Fig. 1: run 1, supply network
Bar = 20 um. Pins as bars on the die edge.
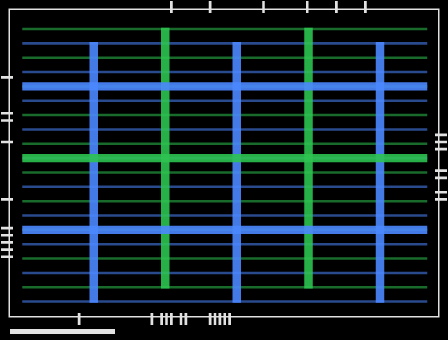
Fig. 2: run 1, routing congestion map
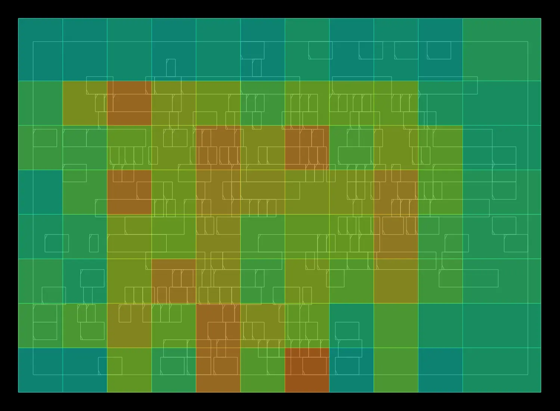
Fig. 3: run 1, placed cells, one color a class
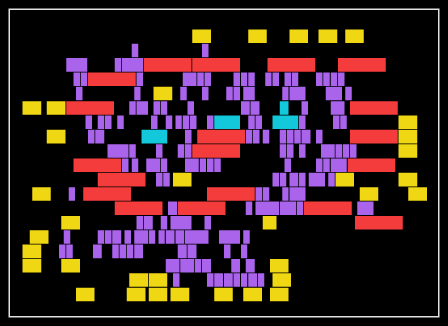
Fig. 4: run 1, port wiring
Bar = 20 um.
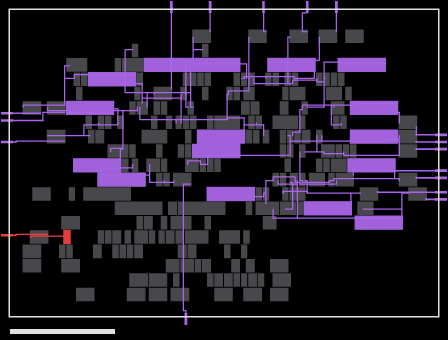
Design mc_controller_flat, sky130hd; sources not shown.
==> commit_impl_results.txt <==
Record implementation results from latest flow run

* Adder-Cell Fraction of Synth Area: 0.0100
- Global Route met2 Usage: 0.178
* Final worst clock skew: 0.00209 ns
- Post-CTS repair ended up resizing 0 cells.
* Yosys cell count: ~180
- In this run, the synthesized area fraction spent on and/or/nand/nor cells is recorded as 0.407.
- The most critical hold endpoint after final layout shows a slack of 0.491 ns.
- Fraction of area in registers: 0.286
- The number of sequential cells reported for the layout is 19.
- Dominant power group: combinational cells
* Vias in the first global route: 1036
* Invs w/o clock: 22
- Counting the fill cells in the layout gives around 400.
* Number of cells traversed by the worst register-to-register path: 8
* Sequential cell fraction of total power: 0.365
- First-pass GRT wire length: roughly 4700 um
- Starting Density: 0.315
- The plain and repair buffers instantiated in the layout total 35.
* Well-tap cell count: 52
* Post-CTS Setup Repair Bufs: 0
- Grouping non-sequential cells by family puts the most area in simple AND/OR/NAND/NOR gates.
- Cell Area, Placed: 0.00162 sq mm
- The synthesized netlist contains 22 unique library cells.
- For this run, the detailed router's first-pass iteration total came to 6.
* Total cell area reported by yosys after synthesis: 0.00125 sq mm
- The worst setup path is captured at a primary output.
* Post-cts hold buffer count: 0
- Overflow left after global routing: 0
- The power report attributes to the combinational group a share of 0.455.
* Data required time of the critical path: 2.80 ns
* Minimum setup slack in the final design: 0.779 ns
- Vias per inst: 4.40
- Layout multi-input combinational cell count: about 130
- Worst Path Class, Setup: input pin to primary output
- Startpoint type of the worst setup path: input pin
- Cell area leaders: sky130_fd_sc_hd__dfrtp_1 (38%), sky130_fd_sc_hd__nand2_1 (21%), sky130_fd_sc_hd__inv_1 (6.0%)
- Pins Over Slew Limit: 0
* Mux contribution to synthesized area: 0
- Entering global routing, the biggest net connects 29 pins.
* Cell-by-cell trace of the critical path: clkdlybuf4s50_1 -> nand3_1 -> nand2_1 -> nand2_1 -> nand2_1 -> clkdlybuf4s50_1
- The critical path crosses 6 cells after its start point.
- Multi-input logic gates represent a cell area share of 0.388.
- For the pin with the worst max-slew slack, the measured transition is a little over 0.7 ns.
* Hold depth: 2
* Busiest grt layer: met1
* Count of library flops with an enable pin: 0
- CTS Buffer Depth: 2
* Met3 routed wirelength: 167 um
* Placed cells: 260
- Clock buffer instance count of the final layout: 3
- The share of total power dissipated in the clock network is 0.179.
- Per the final report, the share of cell area in clock cells is 0.0278.
- Register area share after synthesis: 0.380
- The final timing report counts setup violations totalling 0.
- The script extracted a net switching power of 0.363 mW.
- Max fanout on the critical path was recorded as 6.
- Yosys reported that registers with async set or reset make up 1.00.
- Per the gpl log, the routability congestion estimate is around 0.78.
- Wire per inst: roughly 11 um
- Combinational logic power: 0.416 mW
- Root buf cell: sky130_fd_sc_hd__clkbuf_8
* Reported clock group power: 0.164 mW
- Post-synth the commonest register cell is sky130_fd_sc_hd__dfrtp_1.
* Internal cell power: approximately 0.55 mW
- Family of cells with the greatest summed delay on the critical path: buffers and inverters
- Most instantiated logic cell after routing: sky130_fd_sc_hd__nand2_1
- The final layout contains routed wiring with a total length of 2790 um.
* Sum of internal, switching and leakage power: 0.914 mW
- The cell-mix breakdown from Yosys lists the compound-gate area share as 0.0641.
* Max Freq: ~400 MHz
- After the last flow step, the layout net total stands at around 220.
- The multi-input combinational cells in the finished layout cover a total of 646 sq um.
* Syn Inst Count: 177
* Clock network latency to the later pin of the worst-skew pair: 0.25 ns
- Detail Route Antenna Nets: 0
- Sum of routed wire segments on met1: 1580 um
- The path class of the tightest hold or removal check is flip-flop to flip-flop.
- The flow ran to the end, and the final reports show no timing, DRC or antenna violations.
- The timing report shows the most common cell along the critical path to be sky130_fd_sc_hd__nand2_1.
- Final HPWL from detailed placement: 2190 um
- Per the run summary, max-cap violations total 0.
- The register with the most flip-flops in the layout has 16 of them.
- Number of DRC violations after detailed-routing iteration 0: 31
- For this design, the slowest cell found on the critical path is sky130_fd_sc_hd__clkdlybuf4s50_1.
- X dimension of the die: 81.2 um
- TritonCTS built the clock tree.
- Top cell type by total area after synthesis: sky130_fd_sc_hd__dfrtp_1
- Per STA, the highest per-stage delay on the worst path measures ~0.56 ns.
- Power per standard cell area: 550 mW/mm^2
* Worst slew slack as a fraction of its limit: 0.515
- Together, buffers and inverters on the worst path number 2.
- The timing report gives the worst reg2reg path a setup slack of 1.65 ns.
* Arrival @ worst endpoint: slightly above 2 ns
* Clock transition at path regs: about 0.07 ns
- RSZ-0062 raised after global routing: false
- Top Layout Cells: sky130_fd_sc_hd__nand2_1 (69), sky130_fd_sc_hd__clkdlybuf4s50_1 (34), sky130_fd_sc_hd__inv_1 (20)
- Post-route period utilization is reported as 0.764.
- H-tree lvl count: 1
- Counting instances in the post-synthesis netlist gives the leading cell types as sky130_fd_sc_hd__nand2_1 (69), sky130_fd_sc_hd__inv_1 (20), sky130_fd_sc_hd__dfrtp_1 (19), sky130_fd_sc_hd__nor2_1 (19), sky130_fd_sc_hd__nand3_1 (8).
- For this run, the number of Yosys warnings is 0.
* Final hold vios: 0
* Total standard cell area after synthesis: between 0.001 and 0.0015 sq mm
* P_seq: 0.334 mW
* Remaining routing DRC violations: 0
- The worst-case IR drop observed on VDD is 0.314 mV.
- Static Leakage: between 0.7 and 0.8 nW
- Overall via count from detail_route: 1162
- Non-clock buffering overhead: 0.209
- The script computed the net switching share of total power as 0.397.
- Post-synthesis net count: between 150 and 200
* Average cell area after synthesis: 7.06 sq um
* Post-synthesis cell type with the largest instance count: sky130_fd_sc_hd__nand2_1
* Syn-to-layout area delta: 33.0%
- Non-filler cells, final: 264
- Share of Yosys cell area claimed by the top area cell type: 0.380
- According to the CTS report, the clock sink count is 19.
* Yosys reg bits: 19
- Adding up every negative setup slack in the final design gives 0 ns.
- Number of antenna violations at the first check in global routing: 0
* Combined flip-flop and latch cell area: 475 sq um
- The layout summary lists the proportion of cells stronger than drive strength 1 as 0.0708.
* Top routing layer in use: met3
* Number of buffers created by CTS: 3
- By area, the class that comes first in the final layout consists of logic gates.
- Setup Slack @ Placement: just under 0.8 ns
* Antenna cells: 0
Back to the opening pictures, Fig. 1:
VSS: shown in blue. VDD: shown in green.
5 straps on met4. 35 signal pins sit on the boundary. 3 straps on met5.
Die Span Y: 58.0 um
Floorplan Core Area: 0.00397 sq mm

Back to the opening pictures, Fig. 2:
grt met1 use: 0.211
met3 demand-to-capacity share in global routing: 0.0436
final core utilization: 0.419
combined global-route utilization of all metal layers: 0.133

Back to the opening pictures, Fig. 3:
other buffers and delay cells: shown in yellow, cells 35. flip-flops: shown in red, cells 19. clock drivers and dummy loads: shown in cyan, cells 4. all other logic: shown in purple, cells 154.
Final Cell Area: 0.00166 sq mm
number of standard-cell rows in the floorplan: 19

Back to the opening pictures, Fig. 4:
`bus_dr_ld`: shown in red, direction output, end cells 1, buffers 1, wire 14.1 um. `bus_instr_cnt`: shown in purple, direction output, end cells 16, buffers 16, wire 672 um.
number of I/O pins: 35
PortBufs: 34

Power figures rest on the tool's default switching activity, not on a simulated workload.
